**Routed metal per tile**

Drawn at 8 px/um. 9 x 9 tiles, from white (low) to dark blue (high), scaled to the fullest tile. Values are wire area over tile area, all layers added.
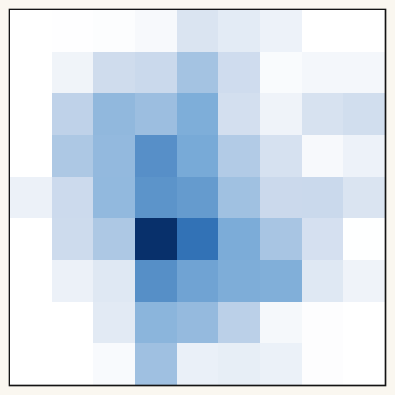
**Routing congestion**

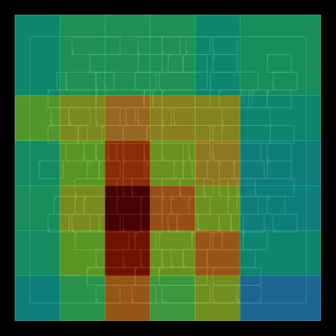
**Wires at chosen ports, followed through buffers**

Drawn at 10 px/um.
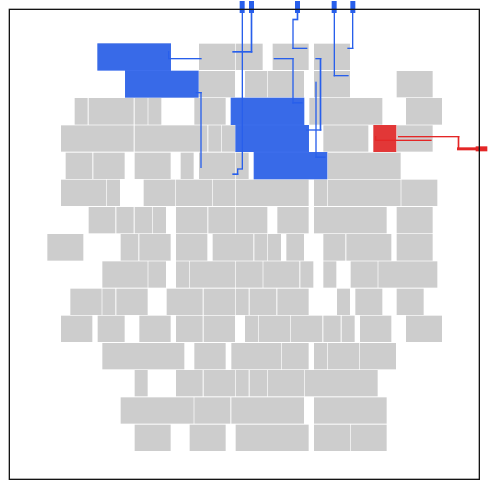
**Selected gate families**

Drawn at 8 px/um.
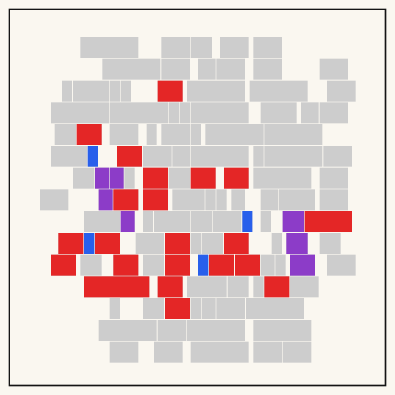
<file path="config.mk">
export PLATFORM = sky130hd
export DESIGN_NAME = custom_rptr_empty
export DESIGN_NICKNAME = d
export VERILOG_FILES = /design/src/rtl/custom_rptr_empty.sv
export SDC_FILE = /design/constraint.sdc
export NUM_CORES = 1
export LEC_CHECK = 0
export ABC_CLOCK_PERIOD_IN_PS = 2850
export CAP_MARGIN = 20
export CORE_MARGIN = 2
export CORE_UTILIZATION = 46
export DETAILED_ROUTE_END_ITERATION = 10
export MAX_ROUTING_LAYER = met4
export PLACE_DENSITY = 0.86
export SLEW_MARGIN = 10
export SYNTH_ARGS = -nofsm -noshare
export SYNTH_HDL_FRONTEND = slang
export SYNTH_SLANG_ARGS = --single-unit
</file>
<file path="constraint.sdc">
create_clock -name rclk_i -period 2.85 [get_ports rclk_i]
set_clock_uncertainty 0.05 [all_clocks]
set_input_delay 0.285 -clock rclk_i [delete_from_list [all_inputs] [get_ports rclk_i]]
set_output_delay 0.285 -clock rclk_i [all_outputs]
set_load 0.02 [all_outputs]
</file>
<file path="src/rtl/custom_rptr_empty.sv">
// Read-side pointer, empty / almost-empty flags and fill level for a dual-clock FIFO.
// Optional sticky underflow flag is enabled by defining RPTR_UNDERFLOW_FLAG_EN.
module custom_rptr_empty #(
    parameter int ADDRSIZE = 4
) (
    input  logic                rclk_i,
    input  logic                rrst_i,
    input  logic                ren,
    input  logic [ADDRSIZE:0]   wptr_sync2_rdclk,
    output logic [ADDRSIZE-1:0] rd_addr,
    output logic [ADDRSIZE:0]   rptr_g,
    output logic                fifo_empty,
    output logic                fifo_almost_empty,
    output logic [ADDRSIZE:0]   rd_level
`ifdef RPTR_UNDERFLOW_FLAG_EN
    ,
    input  logic                underflow_clr,
    output logic                fifo_underflow
`endif
);

    // Handshake: a read is accepted at the rising edge where ren=1 and
    // fifo_empty=0; rd_addr names the entry consumed by that edge. ren while
    // fifo_empty=1 is not accepted and changes no pointer state.

    logic [ADDRSIZE:0] rbin_reg;
    logic [ADDRSIZE:0] rbin_next;
    logic [ADDRSIZE:0] rgray_next;
    logic [ADDRSIZE:0] wbin_sync;
    logic [ADDRSIZE:0] lvl;
    logic              rinc;
    logic              empty_next;
    logic              almost_next;

    // Gray-to-binary of the synchronized write pointer, MSB down.
    always_comb begin
        wbin_sync           = '0;
        wbin_sync[ADDRSIZE] = wptr_sync2_rdclk[ADDRSIZE];
        for (int i = ADDRSIZE - 1; i >= 0; i--) begin
            wbin_sync[i] = wbin_sync[i+1] ^ wptr_sync2_rdclk[i];
        end
    end

    always_comb begin
        rinc        = ren & ~fifo_empty;
        rbin_next   = rbin_reg + {{ADDRSIZE{1'b0}}, rinc};
        rgray_next  = (rbin_next >> 1) ^ rbin_next;
        // Full-width Gray equality keeps empty exact across the address wrap.
        empty_next  = (rgray_next == wptr_sync2_rdclk);
        lvl         = wbin_sync - rbin_next;
        almost_next = empty_next | (lvl == (ADDRSIZE+1)'(1));
    end

    always_ff @(posedge rclk_i) begin
        if (rrst_i) begin
            rbin_reg          <= '0;
            rptr_g            <= '0;
            rd_level          <= '0;
            fifo_empty        <= 1'b1;
            fifo_almost_empty <= 1'b1;
        end else begin
            rbin_reg          <= rbin_next;
            rptr_g            <= rgray_next;
            rd_level          <= lvl;
            fifo_empty        <= empty_next;
            fifo_almost_empty <= almost_next;
        end
    end

    assign rd_addr = rbin_reg[ADDRSIZE-1:0];

`ifdef RPTR_UNDERFLOW_FLAG_EN
    // Sticky; a new underflow in the same cycle as a clear keeps the flag set.
    always_ff @(posedge rclk_i) begin
        if (rrst_i) begin
            fifo_underflow <= 1'b0;
        end else if (ren & fifo_empty) begin
            fifo_underflow <= 1'b1;
        end else if (underflow_clr) begin
            fifo_underflow <= 1'b0;
        end
    end
`endif

endmodule

</file>
==> flow_summary.ini <==
; yosys + openroad results
[status]
run_status = complete, no violations

[synth]
syn_inst = 87
fp_nets = 102
fa_ha_area_share_pct = 11.26
yosysUniqueCellTypes = 25
mux_share_pct = 1.333
ys_sh_simple_pct = 14.37
yosys_warnings = 0
postSynthSeqShare_pct = 37.93
synthXorXnorAreaFrac_pct = 25.33
ys_chip_area_um2 = 844.6
logic_family = XOR/XNOR gates
compound_area_share_pct = 7.556

[place]
place_congestion = 0.8524
pre_cts_ws_ps = -95.47
hpwl_mm = 1.390
io_buffers = 23

[die]
core-area_um2 = 1727
io_pins = 24
rows = 15
die_area_um2 = 2195
die_x_um = 46.85

[timing]
post-route-period-util_pct = 92.96
setup_viol_count_final = 0
fin_ws_ps = 200.5
fin_setup_tns_ps = 0
worst_pin_slew_ps = 534.3
finalCriticalPeriod_ps = 2649
fin_worst_hold_slack_ps = 537.9
relSlewSlack_pct = 64.27

[drt]
postRouteAntennaNets = 0
drc = 0
wl_per_cell_um = 12.03

[worst_hold_path]
hold_path_class = reg2reg
whs_endpoint = rptr_g[3]
hold_depth = 2
hold_start = rptr_g[4]

[worst_setup_path]
r2r_start = fifo_empty
setup.worst_path.start_class = input pin
rrSetupSlack_ps = 550
path_max_fanout = 2
cp-endpoint = fifo_almost_empty
regToRegEndpoint = fifo_almost_empty
startpoint = wptr_sync2_rdclk[4]
reg2regPathDepth = 9
cp.required_ps = 2980

[clock_network]
post_cts_buffers = 0
cts_root_buffer = clkbuf_4
h-tree-depth = 1
clkSlewWorstSetupHoldPaths_ps = 90
clock_path_buffers = 2
insertion_delay_ps = 280
clock-sinks = 16
cts_tree = built

[global_route]
grt-ovfl-total = 0
grt_pass1_vias = 672
grt_pass1_wl_mm = 2.808
antenna_found_initial = 0

[cells_and_area]
drive_gt1_share_pct = 12.40
n_antenna_cell = 0
final_cell_mix = clkdlybuf4s50_1, dfxtp_1, nor2_1, xnor2_1, buf_4
fillCellCount = 142
nNetsFinal = 137
register_area_um2 = 320.3

[power]
top_power_group = sequential cells
power_density_nw_per_um2 = 506.5
leakagePower_nw = 0.4985
pg_clk_mw = 0.147
powerSeq_mw = 0.251
pwr-share-seq_pct = 41.3
power_frac_comb_pct = 34.5
power.switching_mw = 0.1777
pwr-share-clk_pct = 24.1
comb-power_mw = 0.210

[job]
tool_warnings = 26
About 'routed metal per tile':
8.6% of the tiles are over half the peak. The mean over all tiles is 0.13. 24% of the tiles are nearly empty. The fullest tile reaches 0.59. The densest ninth of the die: center.
via count: 697
final wirelength: 1.756 mm

About 'routing congestion':
gr usage total: 19.07%
GRT met3 Usage: 0%

About 'wires at chosen ports, followed through buffers':
Blue stands for rd_level, direction output, edge north, end cells 5, buffers 5, wire 76.3 um. Red stands for ren, direction input, edge east, end cells 1, buffers 1, wire 14.6 um.

About 'selected gate families':
Red stands for xor and xnor cells, cells 22, most used xnor2_1. Blue stands for inv cells, cells 4, most used inv_1. Purple stands for aoi and oai cells, cells 7, most used a21oi_1.
Commonest Layout Cell: clkdlybuf4s50_1
final cell count without fillers: 146
Comb area share: 42.17%

-- critical path, stage by stage --
cell	delay, ps
clkdlybuf4s50_1	500
xnor3_1	430
xnor2_1	240
xnor2_1	170
ha_1	160
inv_1	60
fa_1	390
nand2_1	80
o21ai_1	60
xnor2_1	150
a41o_1	250
-- Yosys cell counts --
cell        n  share of area, %
a21boi_0    1              0.89
a21oi_1     2               1.2
a41o_1      2               2.4
and2_1      1              0.74
and3b_2     1               1.2
clkbuf_1    1              0.44
dfxtp_1    16                38
fa_1        1               2.4
ha_1        6               8.9
inv_1       3               1.3
inv_2       1              0.44
mux2_1      1               1.3
nand2_1     4               1.8
nand3_1     2               1.2
nor2_1     15               6.7
nor2b_1     3               2.2
nor3_1      1              0.59
o211ai_1    1              0.89
o21ai_0     1              0.59
o21ai_1     1              0.59
o2bb2ai_1   1               1.0
xnor2_1    13                13
xnor3_1     1               2.7
xor2_1      7               7.3
xor2_2      1               1.9
-- metrics by stage --
stage | cells | utilization, % | total power [mW] | cell area, um^2
finish | 146 | 69.42 | 0.6071 | 1199
floorplan | 87 | - | 0.3778 | 844.6
detailed placement | 142 | 67.32 | 0.4664 | 1162
CTS | 146 | 69.42 | 0.6124 | 1199
global placement | 142 | 67.32 | 0.4579 | 1162
global route | 146 | 69.42 | 0.6408 | 1199
-- routing by layer --
metal | vias to the layer above | GRT usage (%) | part of all wire (%)
met5 | - | - | 0
met4 | 0 | 12.22 | 2.9
met2 | 21 | 30.96 | 51
met3 | 4 | 0 | 3.0
met1 | 318 | 23.46 | 44
li1 | 354 | - | -
-- cell type report --
type | count | share of cell area, %
multi-input combinational | 66 | 42.17
sequential | 16 | 26.72
timing repair buffer | 31 | 24.22
clock buffer | 4 | 3.027
tap | 25 | 2.610
inverter | 4 | 1.253
Power is estimated from default activity; no workload was simulated.
